--- src/rtl/alu_req_scheduler.sv ---
// ---------------------------------------------------------------------------
// alu_req_scheduler
//
// Purpose:
//   Round-robin scheduler that shares one registered ALU between two
//   requesters. One operation is accepted at a time through a valid/ready
//   handshake. The operands and opcode are registered onto the ALU inputs,
//   the ALU latency is waited out, and the result is captured. The result is
//   then returned with the owning requester ID on a valid/ready response
//   channel.
//
// Ports:
//   clk, rst_n               clock (rising edge), asynchronous active-low reset
//   req{0,1}_valid/_ready    request handshake, ready is combinational in IDLE
//   req{0,1}_a/_b/_op        request operands and opcode
//   alu_a/_b/_op             registered operands/opcode driven to the ALU
//   alu_result               ALU result, valid ALU_LAT cycles after operands
//   rsp_valid/_ready         response handshake
//   rsp_data/_id/_err        captured result, owner ID, divide-by-zero flag
//   busy                     scheduler is not idle
//
// Configuration:
//   DIV0_CHECK_EN  when defined, a divide by zero does not wait for the ALU.
//                  It is answered one cycle after accept with an all-ones
//                  result and rsp_err=1. When undefined, rsp_err is tied low
//                  and divides are issued like any other op.
// ---------------------------------------------------------------------------
module alu_req_scheduler #(
  parameter int ALU_LAT = 1,
  parameter int DW      = 4,
  parameter int OPW     = 3
) (
  input  logic              clk,
  input  logic              rst_n,
  input  logic              req0_valid,
  output logic              req0_ready,
  input  logic [DW-1:0]     req0_a,
  input  logic [DW-1:0]     req0_b,
  input  logic [OPW-1:0]    req0_op,
  input  logic              req1_valid,
  output logic              req1_ready,
  input  logic [DW-1:0]     req1_a,
  input  logic [DW-1:0]     req1_b,
  input  logic [OPW-1:0]    req1_op,
  output logic [DW-1:0]     alu_a,
  output logic [DW-1:0]     alu_b,
  output logic [OPW-1:0]    alu_op,
  input  logic [2*DW-1:0]   alu_result,
  output logic              rsp_valid,
  input  logic              rsp_ready,
  output logic [2*DW-1:0]   rsp_data,
  output logic              rsp_id,
  output logic              rsp_err,
  output logic              busy
);

  // Counter wide enough for ALU_LAT-1 with ALU_LAT up to 7.
  localparam int CW = 3;

  typedef enum logic [1:0] {
    IDLE,
    ISSUE,
    CAPT,
    RESP
  } state_e;

  state_e              state_q;
  logic [CW-1:0]       cnt_q;
  logic                id_q;
  logic                rr_last_q;
  logic [DW-1:0]       alu_a_q;
  logic [DW-1:0]       alu_b_q;
  logic [OPW-1:0]      alu_op_q;
  logic                rsp_valid_q;
  logic [2*DW-1:0]     rsp_data_q;
  logic                rsp_id_q;

  logic                grant0;
  logic                grant1;
  logic                accept;
  logic                sel_id;
  logic [DW-1:0]       sel_a;
  logic [DW-1:0]       sel_b;
  logic [OPW-1:0]      sel_op;

  // Arbitration: a lone requester wins; on contention the requester that
  // was not served last wins. rr_last_q resets to 1 so requester 0 goes first.
  always_comb begin
    grant0 = 1'b0;
    grant1 = 1'b0;
    if (req0_valid && req1_valid) begin
      grant0 = rr_last_q;
      grant1 = ~rr_last_q;
    end else begin
      grant0 = req0_valid;
      grant1 = req1_valid;
    end
  end

  assign req0_ready = (state_q == IDLE) & grant0;
  assign req1_ready = (state_q == IDLE) & grant1;
  assign accept     = req0_ready | req1_ready;

  // Payload of whichever requester is being accepted this cycle.
  assign sel_id = req1_ready;
  assign sel_a  = sel_id ? req1_a  : req0_a;
  assign sel_b  = sel_id ? req1_b  : req0_b;
  assign sel_op = sel_id ? req1_op : req0_op;

`ifdef DIV0_CHECK_EN
  localparam logic [OPW-1:0] OP_DIV_AB = OPW'(4);
  localparam logic [OPW-1:0] OP_DIV_BA = OPW'(5);

  logic div0_q;
  logic rsp_err_q;
  logic sel_div0;

  // Divisor is b for a/b and a for b/a.
  assign sel_div0 = ((sel_op == OP_DIV_AB) && (sel_b == '0)) ||
                    ((sel_op == OP_DIV_BA) && (sel_a == '0));
  assign rsp_err  = rsp_err_q;
`else
  assign rsp_err  = 1'b0;
`endif

  assign alu_a     = alu_a_q;
  assign alu_b     = alu_b_q;
  assign alu_op    = alu_op_q;
  assign rsp_valid = rsp_valid_q;
  assign rsp_data  = rsp_data_q;
  assign rsp_id    = rsp_id_q;
  assign busy      = (state_q != IDLE);

  // Single-process FSM. ALU inputs only change on accept, so they hold their
  // last values through IDLE. A divide by zero jumps straight to the capture
  // step, which substitutes the error result, so the response appears one
  // cycle after accept regardless of ALU_LAT.
  always_ff @(posedge clk or negedge rst_n) begin
    if (!rst_n) begin
      state_q     <= IDLE;
      cnt_q       <= '0;
      id_q        <= 1'b0;
      rr_last_q   <= 1'b1;
      alu_a_q     <= '0;
      alu_b_q     <= '0;
      alu_op_q    <= '0;
      rsp_valid_q <= 1'b0;
      rsp_data_q  <= '0;
      rsp_id_q    <= 1'b0;
`ifdef DIV0_CHECK_EN
      div0_q      <= 1'b0;
      rsp_err_q   <= 1'b0;
`endif
    end else begin
      case (state_q)
        IDLE: begin
          if (accept) begin
            alu_a_q   <= sel_a;
            alu_b_q   <= sel_b;
            alu_op_q  <= sel_op;
            id_q      <= sel_id;
            rr_last_q <= sel_id;
            cnt_q     <= CW'(ALU_LAT - 1);
`ifdef DIV0_CHECK_EN
            div0_q    <= sel_div0;
            state_q   <= sel_div0 ? CAPT : ISSUE;
`else
            state_q   <= ISSUE;
`endif
          end
        end
        ISSUE: begin
          if (cnt_q == '0) begin
            state_q <= CAPT;
          end else begin
            cnt_q <= cnt_q - CW'(1);
          end
        end
        CAPT: begin
`ifdef DIV0_CHECK_EN
          rsp_data_q <= div0_q ? {(2*DW){1'b1}} : alu_result;
          rsp_err_q  <= div0_q;
`else
          rsp_data_q <= alu_result;
`endif
          rsp_id_q    <= id_q;
          rsp_valid_q <= 1'b1;
          state_q     <= RESP;
        end
        RESP: begin
          if (rsp_ready) begin
            rsp_valid_q <= 1'b0;
            state_q     <= IDLE;
          end
        end
        default: state_q <= IDLE;
      endcase
    end
  end

endmodule

--- config.mk ---
export PLATFORM = sky130hd
export DESIGN_NAME = alu_req_scheduler
export DESIGN_NICKNAME = d
export VERILOG_FILES = /design/src/rtl/alu_req_scheduler.sv
export SDC_FILE = /design/constraint.sdc
export NUM_CORES = 1
export LEC_CHECK = 0
export ABC_AREA = 0
export CAP_MARGIN = 10
export CORE_MARGIN = 2
export CORE_UTILIZATION = 34
export CTS_CLUSTER_DIAMETER = 50
export DETAILED_ROUTE_END_ITERATION = 16
export PLACE_DENSITY_LB_ADDON = 0.3
export REMOVE_ABC_BUFFERS = 1
export SYNTH_ARGS = -nofsm -noshare
export SYNTH_HDL_FRONTEND = slang
export SYNTH_SLANG_ARGS = --single-unit
--- constraint.sdc ---
create_clock -name clk -period 5 [get_ports clk]
set_clock_uncertainty 0.1 [all_clocks]
set_input_delay 0.75 -clock clk [delete_from_list [all_inputs] [get_ports clk]]
set_output_delay 0.75 -clock clk [all_outputs]
set_load 0.02 [all_outputs]
==> qor.csv, run 1 <==
metric,value,unit
timing.rr.end,state_q[1]$_DFFE_PN0P_,
seqPwrFrac,0.326,
cts_tree,yes,
port_buffers,58,
layout_top_cells,"clkdlybuf4s50_1 (58), dfrtp_1 (27), and3_1 (11), a221o_1 (11), mux2_2 (9)",
slew_headroom,0.4807,
route.met3.wl,211,um
crit_fanout,14,
initCoreUtil,0.3491,
path_class,input pin to output pin,
whs_endpoint,rsp_valid$_DFFE_PN0P_,
status,completed,
fp.dieArea,0.004573,mm^2
ff_type,dfrtp_1,
hold_buffers,0,
die_height,67.63,um
endpoint,req1_ready,
ys_seq_share,0.5100,
cp.depth,4,
async_flop_share,1.000,
drc,0,
largest_area_cell,dfrtp_1,
ys_sh_mux,0.09182,
ys_top_logic_family,AND-OR/OR-AND gates,
yosys_cells,113,
fin_crit,3.422,ns
top_cells_by_area,"dfrtp_1 (49%), a221o_1 (8.0%), mux2_2 (7.4%)",
clock_path_buffers,2,
slew_viol_final,0,
top_area_frac,0.4909,
core_area,0.003943,mm^2
dp_hpwl,2349,um
finalSetupViolations,0,
top_cell,dfrtp_1,
p_sw_frac,0.3597,
rsz0062_at_grt,no,
cp_top_family,buffers and inverters,
vias,1085,
met3_usage,0.03500,
dp_cells,215,
postCtsResizedCells,0,
vias_per_cell,4.954,
startpoint,req1_valid,
layout.cells.most_common,clkdlybuf4s50_1,
synthCells,113,
tool_warnings,30,
hold_path_class,register to register,
fmax,0.2922,GHz
cts_setup_buffers,0,
start_kind,input pin,
placed_area,0.001987,mm^2
-- run 1: flip-flops by register name, indices dropped and copies added, names as in the netlist --
register   cells
alu_a          4
alu_b          4
id_q           1
alu_op         3
rsp_data       8
cnt_q          3
rr_last_q      1
state_q        2
rsp_id         1
rsp_valid      1
-- run 1: power groups by stage --
stage / clock [mW] / sequential, mW / combinational [mW]
after floorplan: 0 / 0.491 / 0.261
after global placement: 0 / 0.393 / 0.623
after detailed placement: 0 / 0.396 / 0.641
after CTS: 0.182 / 0.394 / 0.643
after global routing: 0.194 / 0.408 / 0.685
final: 0.176 / 0.392 / 0.633
-- run 1: area by class of cell --
type,count,share of cell area
repair buffers,59,0.2857
flip-flops and latches,28,0.3410
well taps,50,0.03040
clock buffers,3,0.02006
inverters,7,0.01277
clock inverters,1,0.01459
multi-input cells,71,0.2954
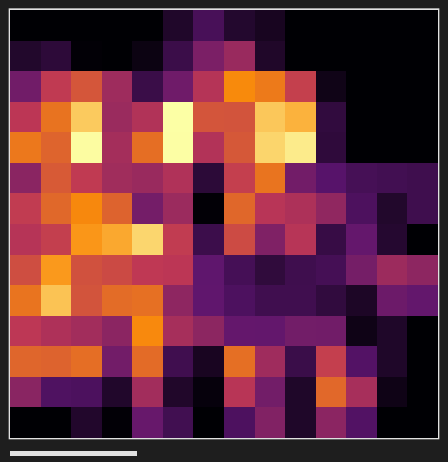
Fig. 1. Wire density map (run 1).
Scale bar: 20 um. 14 x 14 tiles, from black (low) to pale yellow (high), scaled to the fullest tile. Values are wire area over tile area, all layers added.
fullest tile: 0.34
emptiest ninth of the die: north-east
mean over tiles: 0.11

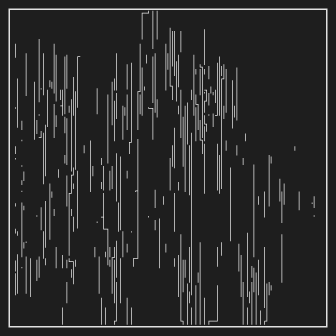
Fig. 2. Metal 2 (run 1).
main direction: vertical
nets with wire on the layer: 182

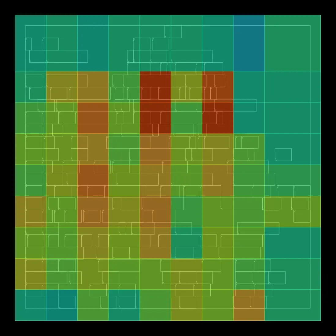
Fig. 3. Track usage over the die (run 1).
met1 Resource Use GR: 0.1865
grt peak-use layer: met2
GRT Util Overall: 0.1600
fin util: 0.5221
met2 Use GR: 0.2696

--- run 2 (diff from run 1) ---
==> constraint.sdc (replaced) <==
create_clock -name clk -period 2.8 [get_ports clk]
set_clock_uncertainty 0.1 [all_clocks]
set_input_delay 0.42 -clock clk [delete_from_list [all_inputs] [get_ports clk]]
set_output_delay 0.42 -clock clk [all_outputs]
set_load 0.02 [all_outputs]
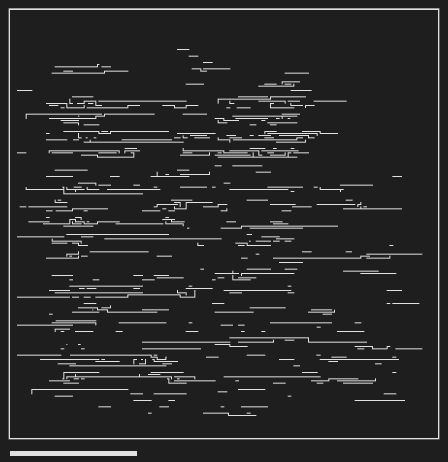
Fig. 4. M1 wires (run 2).
Scale bar: 20 um.
share of all routed wire: 43%
nets with wire on the layer: 174
longest straight run: 18.4 um
wire length on this layer: 1,360 um

==> run 2 against run 1 <==
Die area stayed put. Final cell count is 1.8% higher. Sequential share of layout area is 0.49 points lower. Hold slack worse by 0.018 ns. Clock-buffer cell count stayed put. Critical path type is now register to output pin. Largest cell class unchanged. Highest routed layer unchanged.
==> qor.csv, run 2 <==
metric,value,unit,change
status,completed,,
final_util,0.5297,,+0.007617
core_area,0.003943,mm^2,unchanged
finalSetupViolations,0,,unchanged
fmax,0.3857,GHz,
ys_sh_mux,0.09182,,unchanged
path_class,register to output pin,,
vias_per_cell,5.027,,+1.5%
slew_viol_final,0,,unchanged
hold_path_class,register to register,,
endpoint,req0_ready,,
cp_top_family,buffers and inverters,,
ys_top_logic_family,AND-OR/OR-AND gates,,
top_usage_layer,met2,,
use_met1,0.1851,,-0.001444
seq_cells,28,,unchanged
async_flop_share,1.000,,unchanged
clock_area_frac,0.03415,,-0.0004983
cp.depth,5,,+1
route.met3.wl,223,um,+5.7%
tool_warnings,30,,unchanged
largest_register_ffs,8,,unchanged
initCoreUtil,0.3491,,unchanged
placed_area,0.002017,mm^2,+1.5%
seqPwrFrac,0.325,,about the same
cts_setup_buffers,0,,unchanged
ys_seq_share,0.5100,,unchanged
rsz0062_at_grt,no,,
timing.rr.end,state_q[1]$_DFFE_PN0P_,,
hold_buffers,0,,unchanged
largest_class,registers,,
comb-power,1.14,mW,+80%
met3_usage,0.04333,,+0.008333
fp.dieArea,0.004573,mm^2,unchanged
slew_headroom,0.4636,,-0.01709
drc,0,,unchanged
seq_share,0.3361,,-0.004904
inverters,7,,unchanged
cts_tree,yes,,
crit_fanout,7,,-7
taps,50,,unchanged
dp_hpwl,2381,um,+1.4%
top_area_frac,0.4909,,unchanged
postCtsResizedCells,0,,unchanged
synthCells,113,,unchanged
port_buffers,58,,unchanged
p_sw_frac,0.3585,,-0.001193
vias,1121,,+3.3%
p_seq,0.704,mW,+80%
top_cell,dfrtp_1,,
largestPowerGroup,combinational cells,,
start_kind,register,,
yosys_cells,113,,unchanged
powerClk,0.317,mW,+80%
buffer_area_frac,0.2960,,+0.01027
layout_top_cells,"clkdlybuf4s50_1 (58), dfrtp_1 (27), and3_1 (11), a221o_1 (11), mux2_2 (9)",,
die_height,67.63,um,unchanged
dp_cells,219,,+1.9%
top_cells_by_area,"dfrtp_1 (49%), a221o_1 (8.0%), mux2_2 (7.4%)",,
ff_type,dfrtp_1,,
logic_gate_count,71,,unchanged
grt_usage,0.1585,,-0.001522
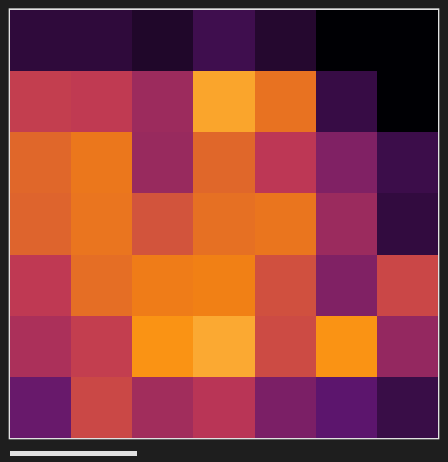
Fig. 5. Placement density heat map (run 2).
Scale bar: 20 um. 7 x 7 tiles, from black (low) to pale yellow (high), 0 to 100% covered.
tiles over 75% full: 8.2%
fullest tile: 81%
nearly empty tiles: 6.1%

==> run 2: cell counts after synthesis <==
No cell type changed its count.
==> run 2: how the worst min path moves through the flow <==
| stage | from | to | slack [ns] | depth (start not counted) |
|---|---|---|---|---|
| final | id_q$_DFFE_PN0P_ | id_q$_DFFE_PN0P_ | 0.40 | 2 |
| after global routing | rsp_data[0]$_DFFE_PN0P_ | rsp_data[0]$_DFFE_PN0P_ | 0.43 | 1 |
| after CTS | id_q$_DFFE_PN0P_ | id_q$_DFFE_PN0P_ | 0.41 | 2 |
| after detailed placement | id_q$_DFFE_PN0P_ | id_q$_DFFE_PN0P_ | 0.38 | 2 |
| after global placement | id_q$_DFFE_PN0P_ | id_q$_DFFE_PN0P_ | 0.37 | 2 |
| after floorplan | rst_n | alu_a[0]$_DFFE_PN0P_ | 0.02 | 0 |
Power and IR drop assume default switching activity.
